File: config.mk
export PLATFORM = sky130hd
export DESIGN_NAME = uart_ctrl
export DESIGN_NICKNAME = d
export VERILOG_FILES = /design/src/rtl/uart_ctrl.sv
export SDC_FILE = /design/constraint.sdc
export NUM_CORES = 1
export LEC_CHECK = 0
export CORE_UTILIZATION = 50
export DETAILED_ROUTE_END_ITERATION = 10
export GPL_TIMING_DRIVEN = 0
export MAX_ROUTING_LAYER = met4
export PLACE_DENSITY_LB_ADDON = 0.08
export SLEW_MARGIN = 20
export SYNTH_ARGS = -nofsm -noshare
export SYNTH_HDL_FRONTEND = slang
export SYNTH_SLANG_ARGS = --single-unit
File: constraint.sdc
create_clock -name clk -period 6.14 [get_ports clk]
set_input_delay 0.921 -clock clk [delete_from_list [all_inputs] [get_ports clk]]
set_output_delay 0.921 -clock clk [all_outputs]
set_load 0.02 [all_outputs]
File: src/rtl/uart_ctrl.sv
// Circular byte FIFO with (log2 DEPTH)+1-bit pointers; head data is combinational.
// Zero-latency pop view; push visible on the next cycle.
// Push on full is dropped unless a pop happens in the same cycle; pop on empty is ignored.
module uart_fifo #(
    parameter int WIDTH = 8,
    parameter int DEPTH = 8
) (
    input  logic             clk,
    input  logic             rst,
    input  logic             push,
    input  logic [WIDTH-1:0] push_dat,
    input  logic             pop,
    output logic [WIDTH-1:0] pop_dat,
    output logic             empty,
    output logic             full
);
    localparam int AW = $clog2(DEPTH);
    localparam logic [AW:0] PTR_ONE = (AW + 1)'(1);

    logic [AW:0]      wr_ptr;
    logic [AW:0]      rd_ptr;
    logic [WIDTH-1:0] mem [DEPTH];
    logic             do_push;
    logic             do_pop;

    assign empty   = (wr_ptr == rd_ptr);
    assign full    = (wr_ptr[AW] != rd_ptr[AW]) && (wr_ptr[AW-1:0] == rd_ptr[AW-1:0]);
    assign pop_dat = mem[rd_ptr[AW-1:0]];
    assign do_pop  = pop && !empty;
    // a full FIFO hands its head slot to a simultaneous push
    assign do_push = push && (!full || do_pop);

    always_ff @(posedge clk or posedge rst) begin
        if (rst) begin
            wr_ptr <= '0;
            rd_ptr <= '0;
        end else begin
            if (do_push) wr_ptr <= wr_ptr + PTR_ONE;
            if (do_pop)  rd_ptr <= rd_ptr + PTR_ONE;
        end
    end

    always_ff @(posedge clk) begin
        if (do_push) mem[wr_ptr[AW-1:0]] <= push_dat;
    end
endmodule

// UART peripheral for the CSR unit: STAT/RX/TX registers, TX/RX byte FIFOs, 8N1 line.
// CSR response registered one cycle after the request; TX line falls two cycles after a write.
// Never stalls: full TX FIFO rejects writes with error, full RX FIFO drops bytes and flags overrun.
module uart_ctrl #(
    parameter int CLKS_PER_BIT = 16,
    parameter int FIFO_DEPTH   = 8
) (
    input  logic        clk,
    input  logic        rst,
    input  logic        csr_uart_valid,
    input  logic [1:0]  csr_uart_addr,
    input  logic        csr_uart_wen,
    input  logic [7:0]  csr_uart_wdata,
    output logic        uart_csr_valid,
    output logic        uart_csr_error,
    output logic [31:0] uart_csr_rdata,
    input  logic        uart_rxd,
    output logic        uart_txd
);
    localparam int CW = $clog2(CLKS_PER_BIT + 1);
    localparam logic [CW-1:0] BIT_LAST = CW'(CLKS_PER_BIT - 1);
    localparam logic [CW-1:0] BIT_FULL = CW'(CLKS_PER_BIT);
    localparam logic [CW-1:0] BIT_HALF = CW'(CLKS_PER_BIT / 2);
    localparam logic [CW-1:0] CNT_ONE  = CW'(1);

    typedef enum logic [1:0] {IDLE, START, DATA, STOP} uart_state_t;

    typedef struct packed {
        logic frame_err;
        logic rx_overrun;
        logic tx_full;
        logic tx_empty;
        logic rx_full;
        logic rx_empty;
    } stat_t;

    logic        tx_push, tx_pop, tx_empty, tx_full;
    logic [7:0]  tx_pop_dat;
    logic        rx_push, rx_pop, rx_empty, rx_full;
    logic [7:0]  rx_pop_dat;
    logic        rx_overrun, frame_err, ovr_set, ferr_set, stat_clr;
    logic [7:0]  tx_last;
    logic        rsp_err;
    logic [31:0] rsp_dat;
    stat_t       stat;

    assign stat = {frame_err, rx_overrun, tx_full, tx_empty, rx_full, rx_empty};

    uart_fifo #(.WIDTH(8), .DEPTH(FIFO_DEPTH)) u_tx_fifo (
        .clk(clk), .rst(rst), .push(tx_push), .push_dat(csr_uart_wdata),
        .pop(tx_pop), .pop_dat(tx_pop_dat), .empty(tx_empty), .full(tx_full)
    );

    always_comb begin
        rsp_err  = 1'b0;
        rsp_dat  = '0;
        tx_push  = 1'b0;
        rx_pop   = 1'b0;
        stat_clr = 1'b0;
        if (csr_uart_valid) begin
            case (csr_uart_addr)
                2'd0: begin
                    if (csr_uart_wen) rsp_err = 1'b1;
                    else begin
                        rsp_dat  = {26'd0, stat};
                        stat_clr = 1'b1;
                    end
                end
                2'd1: begin
                    if (csr_uart_wen || rx_empty) rsp_err = 1'b1;
                    else begin
                        rsp_dat = {24'd0, rx_pop_dat};
                        rx_pop  = 1'b1;
                    end
                end
                2'd2: begin
                    if (!csr_uart_wen) rsp_dat = {24'd0, tx_last};
                    else if (tx_full)  rsp_err = 1'b1;
                    else               tx_push = 1'b1;
                end
                default: rsp_err = 1'b1;
            endcase
        end
    end

    always_ff @(posedge clk or posedge rst) begin
        if (rst) begin
            uart_csr_valid <= 1'b0;
            uart_csr_error <= 1'b0;
            uart_csr_rdata <= '0;
            tx_last        <= '0;
            rx_overrun     <= 1'b0;
            frame_err      <= 1'b0;
        end else begin
            uart_csr_valid <= csr_uart_valid;
            uart_csr_error <= rsp_err;
            uart_csr_rdata <= rsp_dat;
            if (tx_push) tx_last <= csr_uart_wdata;
            // a fresh event wins over the clearing STAT read
            rx_overrun <= (rx_overrun && !stat_clr) || ovr_set;
            frame_err  <= (frame_err && !stat_clr) || ferr_set;
        end
    end

    uart_state_t tx_state, tx_state_n;
    logic [CW-1:0] tx_cnt, tx_cnt_n;
    logic [2:0]    tx_idx, tx_idx_n;
    logic [7:0]    tx_shift, tx_shift_n;
    logic          txd_n;

    always_ff @(posedge clk or posedge rst) begin
        if (rst) begin
            tx_state <= IDLE;
            tx_cnt   <= '0;
            tx_idx   <= '0;
            tx_shift <= '0;
            uart_txd <= 1'b1;
        end else begin
            tx_state <= tx_state_n;
            tx_cnt   <= tx_cnt_n;
            tx_idx   <= tx_idx_n;
            tx_shift <= tx_shift_n;
            uart_txd <= txd_n;
        end
    end

    always_comb begin
        tx_state_n = tx_state;
        tx_cnt_n   = tx_cnt + CNT_ONE;
        tx_idx_n   = tx_idx;
        tx_shift_n = tx_shift;
        txd_n      = uart_txd;
        tx_pop     = 1'b0;
        case (tx_state)
            IDLE: begin
                tx_cnt_n = '0;
                txd_n    = 1'b1;
                if (!tx_empty) begin
                    tx_pop     = 1'b1;
                    tx_shift_n = tx_pop_dat;
                    tx_state_n = START;
                    txd_n      = 1'b0;
                end
            end
            START: begin
                if (tx_cnt == BIT_LAST) begin
                    tx_cnt_n   = '0;
                    tx_idx_n   = '0;
                    tx_state_n = DATA;
                    txd_n      = tx_shift[0];
                end
            end
            DATA: begin
                if (tx_cnt == BIT_LAST) begin
                    tx_cnt_n = '0;
                    if (tx_idx == 3'd7) begin
                        tx_state_n = STOP;
                        txd_n      = 1'b1;
                    end else begin
                        tx_idx_n = tx_idx + 3'd1;
                        txd_n    = tx_shift[tx_idx + 3'd1];
                    end
                end
            end
            STOP: begin
                if (tx_cnt == BIT_LAST) begin
                    tx_cnt_n = '0;
                    // back-to-back frames: next start bit follows the stop bit directly
                    if (!tx_empty) begin
                        tx_pop     = 1'b1;
                        tx_shift_n = tx_pop_dat;
                        tx_state_n = START;
                        txd_n      = 1'b0;
                    end else begin
                        tx_state_n = IDLE;
                        txd_n      = 1'b1;
                    end
                end
            end
            default: tx_state_n = IDLE;
        endcase
    end

    uart_state_t rx_state, rx_state_n;
    logic [CW-1:0] rx_cnt, rx_cnt_n;
    logic [2:0]    rx_idx, rx_idx_n;
    logic [7:0]    rx_shift, rx_shift_n;
    logic [1:0]    rx_sync;
    logic          rxd_s, rxd_prev;

    assign rxd_s = rx_sync[1];

    uart_fifo #(.WIDTH(8), .DEPTH(FIFO_DEPTH)) u_rx_fifo (
        .clk(clk), .rst(rst), .push(rx_push), .push_dat(rx_shift),
        .pop(rx_pop), .pop_dat(rx_pop_dat), .empty(rx_empty), .full(rx_full)
    );

    always_ff @(posedge clk or posedge rst) begin
        if (rst) begin
            rx_sync  <= 2'b11;
            rxd_prev <= 1'b1;
            rx_state <= IDLE;
            rx_cnt   <= '0;
            rx_idx   <= '0;
            rx_shift <= '0;
        end else begin
            rx_sync  <= {rx_sync[0], uart_rxd};
            rxd_prev <= rxd_s;
            rx_state <= rx_state_n;
            rx_cnt   <= rx_cnt_n;
            rx_idx   <= rx_idx_n;
            rx_shift <= rx_shift_n;
        end
    end

    // rx_cnt holds the offset from the previous sample point (or from the falling edge)
    always_comb begin
        rx_state_n = rx_state;
        rx_cnt_n   = rx_cnt + CNT_ONE;
        rx_idx_n   = rx_idx;
        rx_shift_n = rx_shift;
        rx_push    = 1'b0;
        ovr_set    = 1'b0;
        ferr_set   = 1'b0;
        case (rx_state)
            IDLE: begin
                rx_cnt_n = CNT_ONE;
                if (rxd_prev && !rxd_s) rx_state_n = START;
            end
            START: begin
                if (rx_cnt == BIT_HALF) begin
                    rx_cnt_n   = CNT_ONE;
                    rx_idx_n   = '0;
                    rx_state_n = rxd_s ? IDLE : DATA;
                end
            end
            DATA: begin
                if (rx_cnt == BIT_FULL) begin
                    rx_cnt_n   = CNT_ONE;
                    rx_shift_n = {rxd_s, rx_shift[7:1]};
                    if (rx_idx == 3'd7) rx_state_n = STOP;
                    else                rx_idx_n   = rx_idx + 3'd1;
                end
            end
            STOP: begin
                if (rx_cnt == BIT_FULL) begin
                    rx_state_n = IDLE;
                    if (!rxd_s)                  ferr_set = 1'b1;
                    else if (rx_full && !rx_pop) ovr_set  = 1'b1;
                    else                         rx_push  = 1'b1;
                end
            end
            default: rx_state_n = IDLE;
        endcase
    end
endmodule

### Placed cells, one color a class

Scale: 3 px per um.
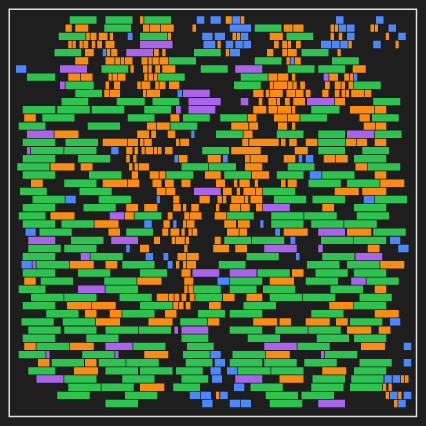
legend:
  purple:
    class: clock drivers and dummy loads
    cells: 40
    share_of_their_area: 7.6%
  orange:
    class: combinational and other logic
    cells: 322
    share_of_their_area: 29%
  blue:
    class: remaining buffers and delay cells
    cells: 74
    share_of_their_area: 5.8%
  green:
    class: sequential cells
    cells: 204
    share_of_their_area: 57%
flop share of the area: 55.9%
Design Area, Final: 10,300 um2

### Metal 1

Scale: 3 px per um. Supply wires on this layer in gray.
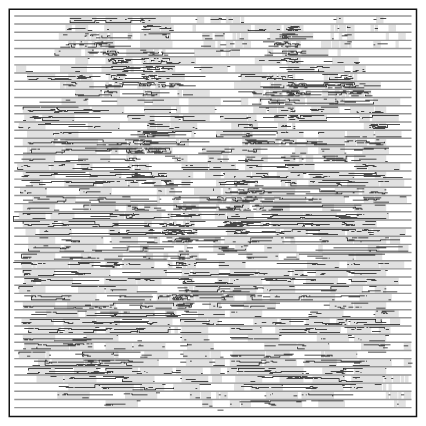
main direction: horizontal
longest straight run: 37.7 um
nets with wire on the layer: 609

### Placement density heat map

Scale: 3 px per um. 14 x 14 tiles, from dark blue (low) to red (high), 0 to 100% covered.
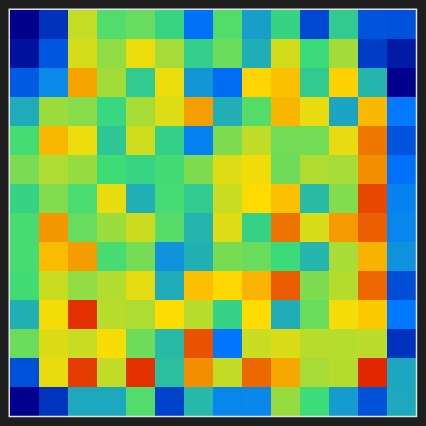
fullest tile: 96%
mean over tiles: 55%
tiles over 75% full: 17%
nearly empty tiles: 1.5%

layer usage:
metal  up-vias  part of all wire (%)  track usage [%]
li1       2197                     -                -
met3        26                   3.8             2.69
met4         0                   1.4             4.99
met1      2400                    42             24.1
met2        78                    53             35.1
met5         -                     0                -
per-stage QoR:
stage,instance area (um2),power (W),hold WS [ps]
after global placement,9490,0.00211,347
after CTS,10300,0.00348,359
after floorplan,8960,0.00200,345
after global routing,10300,0.00359,364
after detailed placement,9540,0.00213,350
final,10300,0.00345,359
sequential cells by signal (all words and copies together) (netlist names), 3 cells and up, named ones only:
signal / flops
rx_cnt: 5
rx_idx: 3
rx_shift: 8
tx_cnt: 5
tx_idx: 3
tx_last: 8
tx_shift: 8
u_rx_fifo.mem: 64
u_rx_fifo.rd_ptr: 4
u_rx_fifo.wr_ptr: 4
u_tx_fifo.mem: 64
u_tx_fifo.rd_ptr: 4
u_tx_fifo.wr_ptr: 4
uart_csr_rdata: 8
placed cells by master, fill, tap and decap left out, drive strengths merged, types with 5 or more instances in the layout:
| cell type | Yosys | layout |
|---|---|---|
| clkdlybuf4s50 | 0 | 24 |
| dfrtp | 72 | 72 |
| mux2i | 6 | 6 |
| ha | 16 | 16 |
| xnor2 | 15 | 15 |
| nand3 | 13 | 13 |
| clkinv | 0 | 7 |
| a32oi | 6 | 6 |
| a21oi | 9 | 9 |
| nand2 | 15 | 15 |
| and4b | 5 | 5 |
| nor2b | 5 | 5 |
| buf | 38 | 41 |
| edfxtp | 128 | 128 |
| conb | 1 | 24 |
| xor2 | 11 | 11 |
| inv | 22 | 22 |
| nor3 | 10 | 10 |
| nor2 | 26 | 26 |
| mux2 | 46 | 46 |
| clkbuf | 9 | 38 |
| mux4 | 33 | 33 |
| o21ai | 8 | 8 |
worst max-delay path by stage:
stage                           from                  end  slack (ps)  depth (start not counted)
finish              csr_uart_addr[0]  u_rx_fifo.mem[6][5]        2960                          6
global route        csr_uart_addr[0]  u_rx_fifo.mem[7][5]        2710                          6
CTS                 csr_uart_addr[0]  u_rx_fifo.mem[7][5]        2970                          6
detailed placement  csr_uart_addr[0]  u_rx_fifo.mem[7][1]        2440                          6
global placement                 rst    uart_csr_rdata[4]        1970                          2
floorplan               csr_uart_wen  u_rx_fifo.mem[0][0]        3260                          6
synth_stat cells, types with 5 or more instances:
cell type / n
sky130_fd_sc_hd__edfxtp_1: 128
sky130_fd_sc_hd__dfrtp_1: 72
sky130_fd_sc_hd__mux2_2: 42
sky130_fd_sc_hd__mux4_2: 33
sky130_fd_sc_hd__buf_4: 27
sky130_fd_sc_hd__nor2_1: 25
sky130_fd_sc_hd__inv_1: 22
sky130_fd_sc_hd__ha_1: 16
sky130_fd_sc_hd__nand2_1: 15
sky130_fd_sc_hd__xnor2_1: 14
sky130_fd_sc_hd__nand3_1: 13
sky130_fd_sc_hd__a21oi_1: 9
sky130_fd_sc_hd__clkbuf_1: 9
sky130_fd_sc_hd__nor3_1: 9
sky130_fd_sc_hd__xor2_1: 8
sky130_fd_sc_hd__o21ai_0: 7
sky130_fd_sc_hd__a32oi_1: 6
sky130_fd_sc_hd__buf_2: 6
sky130_fd_sc_hd__mux2i_1: 6
sky130_fd_sc_hd__nor2b_1: 5
==> notes.md <==
The implementation run finished. Looking at the group totals, the largest power group turns out to be registers. The report gives the cell count of the worst hold path as 0. The internal power of the cells totals 0.00258 W. Looking at the clock tree report, the H-tree level count equals 1. In this run, flip-flops and latches consume 47.0% of the power. In this run the critical register-to-register path is launched from rx_cnt[0]. Summing every instance area after synthesis gives 8880 um2. Setup TNS landed at 0 ps. In the final report, the number of endpoints failing setup comes to 0. Number of top-level design ports landed at 50.

Worst-case reg-to-reg path depth landed at 7. In this run, synthesis produced a sequential element count of 204. In the routed design, unresolved DRC markers number 0. Highest clock frequency the design can meet landed at 315 MHz. Total cells reported by yosys after synthesis landed at 550. Of all cell types, the one taking the most synthesized area is sky130_fd_sc_hd__edfxtp_1.

Per the final layout report, the fraction of cells sized above drive strength 1 comes to 27.0%. The final timing report lists a hold violation count of 0. The pin closest to its max-slew limit shows a slew of 941 ps. The slowest stage of the critical path belongs to the cell sky130_fd_sc_hd__nor2_1.

The synthesized netlist devotes 2.25% of its cell area to adder and majority cells. Setup repair after global routing left no endpoint under its margin. The most critical min-delay path falls under flop to flop.

The critical path endpoint has a required time of 6260 ps. Power density relative to cell area landed at 335 nW/um2. Worst-case headroom to the max-slew limit landed at 37.0%. Share of the synthesized area in the top cell type landed at 43.3%.

The number of multi-input combinational cells in the layout is 300. The cell sitting at the root of the clock tree is a sky130_fd_sc_hd__clkbuf_16. The global routing report lists combined usage of all routing layers as 19.9%. After synthesis, the netlist uses 60 different library cells.

Post-synthesis async set-or-reset flop share landed at 37.3%. Via density per instance landed at 5.43. Average wire per standard cell landed at 19.4 um.

Setup slack on the worst path after placement came out at 2440 ps. AND-OR/OR-AND share of the synthesized area landed at 4.52%. Sum of routed wire length over all layers landed at 16,800 um. The clock net in this run drives a total of 204 sinks. Per the breakdown, switching nets consume 25.3% of all power. Combinational cell area excluding buffers and inverters landed at 2840 um2. The flow ran to the end, and the final reports show no timing, DRC or antenna violations.

Number of maximum-capacitance constraint violations landed at 0. RePlAce ended its routability-driven mode at a weighted congestion of 0.797. Including well taps, the total number of placed cells is 825. The endpoint identified for the worst register-to-register timing path is u_rx_fifo.mem[6][5]. TritonCTS built the clock tree. Pin count of the biggest net entering global routing landed at 43.

Horizontal die dimension landed at 135 um. The detailed router finished its first iteration with 188 violations. Core footprint landed at 17,300 um2. The post-synth count of flops with an enable pin is 128. For the final database, setup skew stands at 27.3 ps. Across all stage logs, warnings added up to 31. Before placement the cells fill 51.3% of the core. Vertical extent of the die landed at 135 um.

In the post-route analysis, the smallest setup slack over all paths is 2960 ps. TritonCTS created 22 clock buffers. Data arrival time of the critical path landed at 3300 ps. Yosys reports the multiplexer fraction of the synthesized area as 15.0%. Leaving out the clock tree, the finished layout contains a buffer count of 74.

Per the post-route antenna check, the number of violating nets is 0. The finished layout reports a core utilization of 59.5%. Initial antenna violation count landed at 0.

Per the area breakdown, the dominant cell category is sequential cells. The synthesized instance count is 550. Yosys-reported design area after synthesis landed at 8880 um2. The clock passes through at most 3 buffers.

The share of the Yosys chip area taken by registers is 64.8%. Post-synth the commonest register cell is sky130_fd_sc_hd__edfxtp_1. Per the hold report, the tightest min-delay path originates at rx_sync[0]. The routed design could run at a clock period as short as 3180 ps. Clock transition at the registers of the reported paths landed at 60 ps. STA classifies the critical path startpoint as an input port. The report lists the cells along the critical path as clkdlybuf4s50_1, nor3b_1, and2_1, clkbuf_1, o211ai_1, nor2_1.

Count of synthesis-stage warnings from yosys landed at 0. Across the VDD grid, the largest voltage drop is 0.259 mV. Number of buffers inserted by post-CTS setup repair landed at 0.

The final layout contains a sequential cell count of 204. Fill cell total of the finished layout landed at 1,353. Average instance area after synthesis landed at 16.1 um2.

The via count of the first global-routing pass came to 4,812. Per the synthesis report, the XOR/XNOR share of the synthesized area is 2.90%. Clock share of power landed at 39.1%. For the worst-skew pair, the clock arrives at the later sink with an insertion delay of 520 ps. Tally of clock buffers in the finished layout landed at 29. Total of hold buffers inserted after clock tree synthesis landed at 0. Post-CTS repair changed the size of 0 cells. The largest single stage delay on the critical path is 780 ps. Number of rows created at floorplan landed at 48. Non-clock inverter total of the final layout landed at 22.

Number of diodes landed at 0. Logic gate fraction of the total cell area landed at 27.6%. For reference, the top cells by area after synthesis are sky130_fd_sc_hd__edfxtp_1 (43%), sky130_fd_sc_hd__dfrtp_1 (20%), sky130_fd_sc_hd__mux4_2 (8.4%). Global-route wire length before repair landed at 26,400 um. According to the dpl log, the detail-placed design has an HPWL of 11,400 um. Across all layers, the routed design uses 4,701 vias. Number of nets at the end of the flow landed at 655. The die covers 18,300 um2. The total overflow left after global routing is 0. Sequential power for this build is 0.00162 W. Counting both buffers and inverters, the worst setup path holds a total of 2. Internal reg-to-reg setup slack landed at 3340 ps. Along the worst path, the maximum fanout reaches 8. STA classifies the critical path endpoint as a flop. Per the OpenROAD power report, leakage power amounts to 3.93 nW.

Final-layout non-clock buffer area share landed at 5.64%. Number of non-filler instances in the completed layout landed at 865. STA shows the worst min-delay path finishing at rx_sync[1]. Final worst-path cycle share landed at 51.7%. Per report_power, the combinational group accounts for 14.0% of the total.

Layout overhead on the synthesized area landed at 16.0%. Number of I/O port buffers landed at 24. Area fraction of clock buffers and clock inverters landed at 7.35%. The synthesis run identifies the leading combinational cell family as multiplexers. Number of search-and-repair iterations in the first detailed-routing pass landed at 4. Switching component of the power landed at 0.000871 W. The flow inserted 225 tap cells. In the setup report, the worst path falls into the class input port to flop. Number of slew-limit violations in the final report landed at 0. Storage element area landed at 5750 um2.

On the critical path the largest part of the delay comes from simple AND/OR/NAND/NOR gates. Summing the areas of all and, or, nand and nor instances in the mapped netlist gives 6.10% of the synthesized area. Combinational gate power landed at 0.000482 W. For the clock group, total power comes out at 0.00135 W.
No activity file was given, so power comes from the tool's default toggle rates.
